<file path="src/rtl/design1_bist_ctrl_pkg.sv">
// Shared types and constants for the BIST controller: FSM encoding, LFSR/MISR
// polynomials, CUT pin ordering and the all-zero seed substitute.
package design1_bist_ctrl_pkg;

    typedef enum logic [2:0] {
        ST_IDLE,
        ST_LOAD,
        ST_RUN,
        ST_DRAIN,
        ST_DONE
    } state_t;

    localparam int LFSR_W = 14;
    localparam int MISR_W = 8;

    // Tap masks: a set bit k means polynomial tap k+1 feeds the XOR.
    localparam logic [LFSR_W-1:0] LFSR_TAPS = 14'h2015;  // taps 14,5,3,1
    localparam logic [MISR_W-1:0] MISR_TAPS = 8'hB8;     // taps 8,6,5,4

    // CUT net names behind each pi/po bit, index 0 first.
    localparam int PI_NODE [LFSR_W] = '{2, 4, 12, 18, 22, 34, 35, 51, 57, 67, 72, 75, 78, 80};
    localparam int PO_NODE [MISR_W] = '{6, 9, 42, 48, 56, 65, 68, 77};

    // An all-zero seed would lock the LFSR; this value replaces it.
    localparam logic [LFSR_W-1:0] SEED_SUBST = 14'h0001;

    function automatic logic [MISR_W-1:0] misr_next(
        input logic [MISR_W-1:0] misr,
        input logic [MISR_W-1:0] resp
    );
        return {misr[MISR_W-2:0], ^(misr & MISR_TAPS)} ^ resp;
    endfunction

endpackage

</file>
<file path="src/rtl/design1_bist_ctrl_lfsr.sv">
// Fibonacci LFSR pattern generator with synchronous load and advance enable;
// load wins over enable.
module bist_lfsr #(
    parameter int               WIDTH = 14,
    parameter logic [WIDTH-1:0] TAPS  = '1
) (
    input  logic             clk,
    input  logic             rst,
    input  logic             load,
    input  logic [WIDTH-1:0] load_value,
    input  logic             enable,
    output logic [WIDTH-1:0] state
);

    // NOTE: sequential state uses <= so every register samples pre-edge values.
    always_ff @(posedge clk or posedge rst) begin
        if (rst) begin
            state <= '0;
        end else if (load) begin
            state <= load_value;
        end else if (enable) begin
            state <= {state[WIDTH-2:0], ^(state & TAPS)};
        end
    end

endmodule

</file>
<file path="src/rtl/design1_bist_ctrl.sv">
// BIST controller: drives LFSR patterns into an external CUT for N cycles,
// compacts the responses in an inline MISR and compares against golden_sig.
module design1_bist_ctrl
    import design1_bist_ctrl_pkg::*;
#(
    parameter int CNT_W = 16
) (
    input  logic              clk,
    input  logic              rst,
    input  logic              start,
    input  logic              abort,
    input  logic [LFSR_W-1:0] seed,
    input  logic [CNT_W-1:0]  num_patterns,
    input  logic [MISR_W-1:0] golden_sig,
    output logic [LFSR_W-1:0] pi,
    input  logic [MISR_W-1:0] po,
    output logic              busy,
    output logic              done,
    output logic              pass,
    output logic [MISR_W-1:0] signature
);

    state_t              state_q, state_d;
    logic [LFSR_W-1:0]   lfsr;
    logic                lfsr_load, lfsr_en;
    logic [CNT_W-1:0]    cnt_q;
    logic [MISR_W-1:0]   misr_q, po_q, golden_q;
    logic                po_vld_q;
    logic                idle_like, zero_run;

    assign idle_like = (state_q == ST_IDLE) || (state_q == ST_DONE);
    assign zero_run  = idle_like && start && (num_patterns == '0);

    bist_lfsr #(
        .WIDTH (LFSR_W),
        .TAPS  (LFSR_TAPS)
    ) u_lfsr (
        .clk        (clk),
        .rst        (rst),
        .load       (lfsr_load),
        .load_value ((seed == '0) ? SEED_SUBST : seed),
        .enable     (lfsr_en),
        .state      (lfsr)
    );

    always_ff @(posedge clk or posedge rst) begin
        if (rst) state_q <= ST_IDLE;
        else     state_q <= state_d;
    end

    // NOTE: defaults first so no path through the case leaves a latch behind.
    always_comb begin
        state_d   = state_q;
        lfsr_load = 1'b0;
        lfsr_en   = 1'b0;
        unique case (state_q)
            ST_IDLE, ST_DONE: begin
                if (start) state_d = (num_patterns == '0) ? ST_DONE : ST_LOAD;
            end
            ST_LOAD: begin
                if (abort) begin
                    state_d = ST_IDLE;
                end else begin
                    lfsr_load = 1'b1;
                    state_d   = ST_RUN;
                end
            end
            ST_RUN: begin
                if (abort) begin
                    state_d = ST_IDLE;
                end else begin
                    lfsr_en = 1'b1;
                    if (cnt_q == CNT_W'(1)) state_d = ST_DRAIN;
                end
            end
            ST_DRAIN: state_d = abort ? ST_IDLE : ST_DONE;
            default:  state_d = ST_IDLE;
        endcase
    end

    // The response captured in RUN cycle k is folded on the following edge,
    // so the DRAIN cycle exists only to fold the final one.
    always_ff @(posedge clk or posedge rst) begin
        if (rst) begin
            cnt_q    <= '0;
            misr_q   <= '0;
            po_q     <= '0;
            po_vld_q <= 1'b0;
            golden_q <= '0;
        end else begin
            unique case (state_q)
                ST_IDLE, ST_DONE: begin
                    if (zero_run) begin
                        misr_q   <= '0;
                        golden_q <= golden_sig;
                    end
                end
                ST_LOAD: begin
                    if (!abort) begin
                        misr_q   <= '0;
                        cnt_q    <= num_patterns;
                        po_vld_q <= 1'b0;
                        golden_q <= golden_sig;
                    end
                end
                ST_RUN: begin
                    if (abort) begin
                        po_vld_q <= 1'b0;
                    end else begin
                        po_q     <= po;
                        po_vld_q <= 1'b1;
                        cnt_q    <= cnt_q - CNT_W'(1);
                        if (po_vld_q) misr_q <= misr_next(misr_q, po_q);
                    end
                end
                ST_DRAIN: begin
                    if (!abort && po_vld_q) misr_q <= misr_next(misr_q, po_q);
                    po_vld_q <= 1'b0;
                end
                default: ;
            endcase
        end
    end

    assign pi        = (state_q == ST_RUN) ? lfsr : '0;
    assign busy      = (state_q == ST_LOAD) || (state_q == ST_RUN) || (state_q == ST_DRAIN);
    assign done      = (state_q == ST_DONE);
    assign pass      = done && (misr_q == golden_q);
    assign signature = misr_q;

endmodule

</file>
<file path="config.mk">
export PLATFORM = sky130hd
export DESIGN_NAME = design1_bist_ctrl
export DESIGN_NICKNAME = d
export VERILOG_FILES = /design/src/rtl/design1_bist_ctrl_pkg.sv /design/src/rtl/design1_bist_ctrl_lfsr.sv /design/src/rtl/design1_bist_ctrl.sv
export SDC_FILE = /design/constraint.sdc
export NUM_CORES = 1
export LEC_CHECK = 0
export CORE_UTILIZATION = 54
export CTS_CLUSTER_DIAMETER = 100
export DETAILED_ROUTE_END_ITERATION = 10
export PLACE_DENSITY = 0.9
export SLEW_MARGIN = 10
export SYNTH_ARGS = -nofsm -noshare
export SYNTH_HDL_FRONTEND = slang
export SYNTH_SLANG_ARGS = --single-unit
export TNS_END_PERCENT = 1
</file>
<file path="constraint.sdc">
create_clock -name clk -period 5.8 [get_ports clk]
set_clock_uncertainty 0.2 [all_clocks]
set_input_delay 0.87 -clock clk [delete_from_list [all_inputs] [get_ports clk]]
set_output_delay 0.87 -clock clk [all_outputs]
set_load 0.1 [all_outputs]
</file>
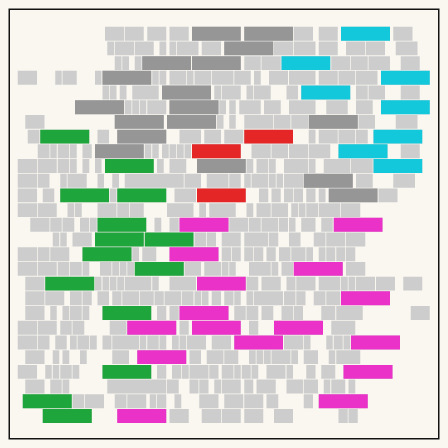
(sequential cells coloured by netlist name)
Other sequential cells in the stronger grey, the rest of the logic in the fainter grey.
legend:
  state_q:
    colour: red
    sequential_cells: 3
  u_lfsr.state:
    colour: green
    sequential_cells: 14
  golden_q:
    colour: cyan
    sequential_cells: 8
    where: upper right
  cnt_q:
    colour: magenta
    sequential_cells: 16
not coloured: 17
Register Area: 0.001451 mm2
final core utilization: 75.17%
Seq/total area: 34.43%
P_seq: 811 uW

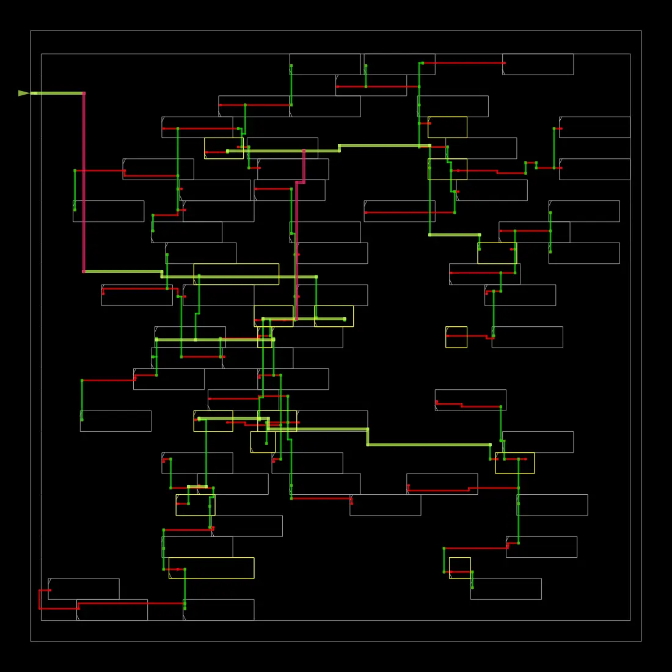
(clock routing)
number of buffers created by CTS: 9
CTS Sinks: 58

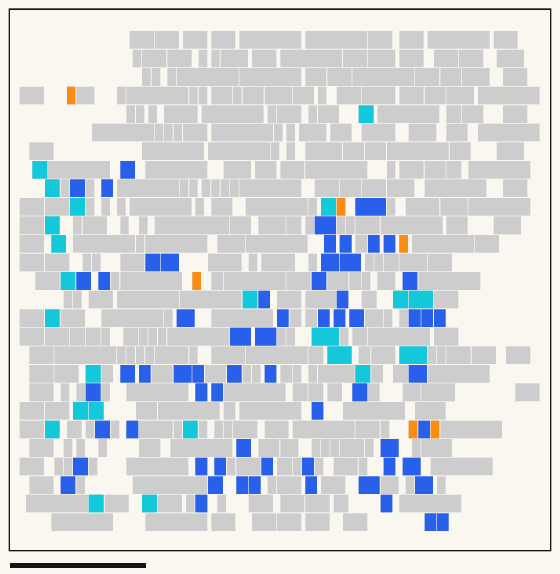
(logic cells by family)
Scale bar: 20 um.
legend:
  inverters:
    colour: orange
    cells: 6
  inverting AOI/OAI gates:
    colour: blue
    cells: 64
  AND and OR gates:
    colour: cyan
    cells: 23

==> flow_metrics.py <==
# Auto-generated metrics
metrics = {
    "routing": {
        "drt-initial-drc-count": 362,
        "drc": 0,
        "drtPass1Iterations": 5,
    },
    "cts": {
        "ctsLongestPathBuffers": 2,
        "clk_latency_ns": 0.34,
        "cts_resized": 0,
        "cts_tree": "built",
        "clkTransAtPathRegs_ns": 0.07,
    },
    "floorplan": {
        "chip_area_mm2": 0.006269,
        "rows": 27,
        "core_area_mm2": 0.005608,
        "initCoreUtil_pct": 57.36,
    },
    "worst_setup_path": {
        "r2r_cells": 6,
        "cpPeakStageDelay_ns": 1.13,
        "crit_path_end": "pi[13]",
        "rr_startpoint": "state_q[1]$_DFFE_PP0P_",
        "critical_path_class": "reg2out",
    },
    "timing": {
        "relSlewSlack_pct": 26.99,
        "clock.fmax_ghz": 0.2446,
        "setup_violations": 0,
        "setup_tns_ns": 0,
    },
    "flow_run": {
        "tool_warnings": 27,
    },
    "power_and_ir_drop": {
        "power_density_mw_per_mm2": 580.1,
        "vdd.ir_drop.worst_mv": 0.4058,
    },
    "outcome": {
        "status": "complete, no violations",
    },
    "grt": {
        "grt_antenna_before_repair": 0,
        "grt_pass1_wl_um": 14230,
    },
    "synthesis": {
        "edf_count": 0,
        "synth_flops": 58,
        "synth.cell_area_mm2": 0.003217,
    },
    "final_layout": {
        "nets": 480,
        "most-common-layout-cells": "74 x clkdlybuf4s50_1, 69 x nand2_1, 58 x dfrtp_1, 38 x nor2_1, 21 x a21oi_1",
        "drive_above_1_share_pct": 11.09,
        "area_delta_synth_final_pct": 31.04,
    },
}
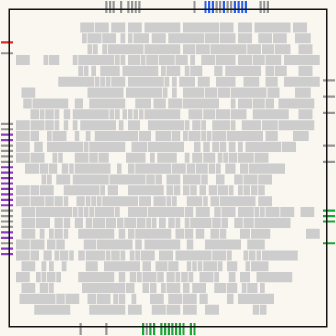
(I/O pins on the die edge)
Pins as bars across the die edge, other pins in grey.
legend:
  signature:
    colour: blue
    pins: 8
    direction: output
    edge: top
  num_patterns:
    colour: green
    pins: 16
    direction: input
    edge: 12 bottom, 4 right
  seed:
    colour: purple
    pins: 14
    direction: input
    edge: left
  clk:
    colour: red
    pins: 1
    direction: input
    edge: left

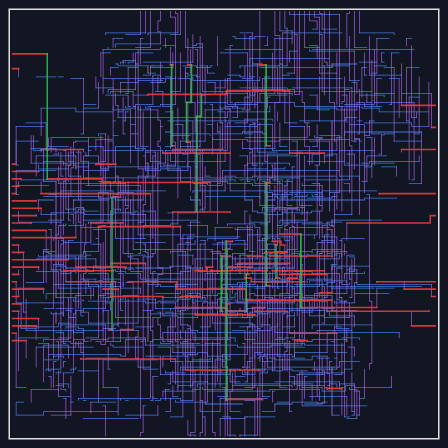
(metal layers overlaid)
legend:
  met3:
    colour: red
    wire_length: 617 um
  met1:
    colour: blue
    wire_length: 3520 um
  met2:
    colour: purple
    wire_length: 4210 um
  met4:
    colour: green
    wire_length: 200 um
All-Layer GR Usage: 29.48%
Routed WL: 8547 um

## worst min-delay path by stage
stage | from | endpoint | slack, ns | depth (start not counted)
6_report | po_q[5]$_DFFE_PP0P_ | po_q[5]$_DFFE_PP0P_ | 0.31 | 2
5_1_grt | po_q[4]$_DFFE_PP0P_ | po_q[4]$_DFFE_PP0P_ | 0.34 | 2
4_1_cts | po_q[5]$_DFFE_PP0P_ | po_q[5]$_DFFE_PP0P_ | 0.31 | 2
3_5_place_dp | po_q[4]$_DFFE_PP0P_ | po_q[4]$_DFFE_PP0P_ | 0.29 | 2
3_3_place_gp | po_q[3]$_DFFE_PP0P_ | po_q[3]$_DFFE_PP0P_ | 0.28 | 2
2_1_floorplan | po_q[7]$_DFFE_PP0P_ | po_q[7]$_DFFE_PP0P_ | 0.27 | 2
## synth_stat cells (4+ instances only)
master,count
nand2_1,69
dfrtp_1,58
nor2_1,38
a21oi_1,21
xnor2_1,17
mux2_2,16
and2_1,15
clkbuf_1,11
a31oi_1,9
o21ai_0,9
buf_2,8
nor4_1,8
o22ai_1,7
nor3_1,6
xor2_1,6
a22oi_1,5
inv_1,5
nand4_1,5
nand3_1,4
nor3_2,4
o21ai_1,4
## worst max-delay path: cells and delay by family, from the launching register on
kind	cells	cell delay [ns]
buffers and inverters	1	1.13
DFF	1	0.56
and+or+nand+nor	2	0.98
## flip-flops by register name, indices dropped and copies added (netlist names)
name          cells
state_q           3
cnt_q            16
po_vld_q          1
po_q              8
golden_q          8
signature         8
u_lfsr.state     14
## where the power goes
part	internal (mW)	switching, mW
clock network	0.254	0.169
logic	0.439	0.772
registers	0.595	0.217
total	1.29	1.16
## logic make-up after synthesis
| family | Yosys count | share of synthesized area, % |
|---|---|---|
| AOI/OAI and AO/OA | 66 | 12.64 |
| xor gates and xnor gates | 23 | 6.262 |
| adders and majority gates | 2 | 0.7778 |
| buffers and inverters | 25 | 3.228 |
| DFF | 58 | 45.12 |
| muxes | 20 | 7.001 |
| and+or+nand+nor | 165 | 24.97 |
## metrics by stage
stage / utilization, % / power [mW] / hold slack [ns] / setup WS (ns)
final: 75.17 / 2.445 / 0.3115 / 1.712
after global routing: 75.17 / 2.585 / 0.3442 / 1.529
after CTS: 75.17 / 2.445 / 0.3104 / 1.675
after detailed placement: 71.13 / 2.015 / 0.2882 / 2.054
after global placement: 71.13 / 1.958 / 0.2790 / 2.150
after floorplan: - / 1.713 / 0.2665 / 2.264
## cell type report
| class | count | area [um2] |
|---|---|---|
| clock inverters | 6 | 88.84 |
| clock buffers | 10 | 137.6 |
| fillers | 395 | 1393 |
| well taps | 72 | 90.09 |
| inverters | 6 | 22.52 |
| multi-input cells | 276 | 1662 |
| repair buffers | 77 | 763.2 |
| flip-flops and latches | 58 | 1451 |
## metal layers
| layer | track usage [%] | routed length [um] |
|---|---|---|
| met3 | 7.931 | 617 |
| met4 | 10.91 | 200 |
| met5 | 0 | 0 |
| met1 | 36.93 | 3517 |
| met2 | 48.62 | 4213 |
Power and IR drop assume default switching activity.
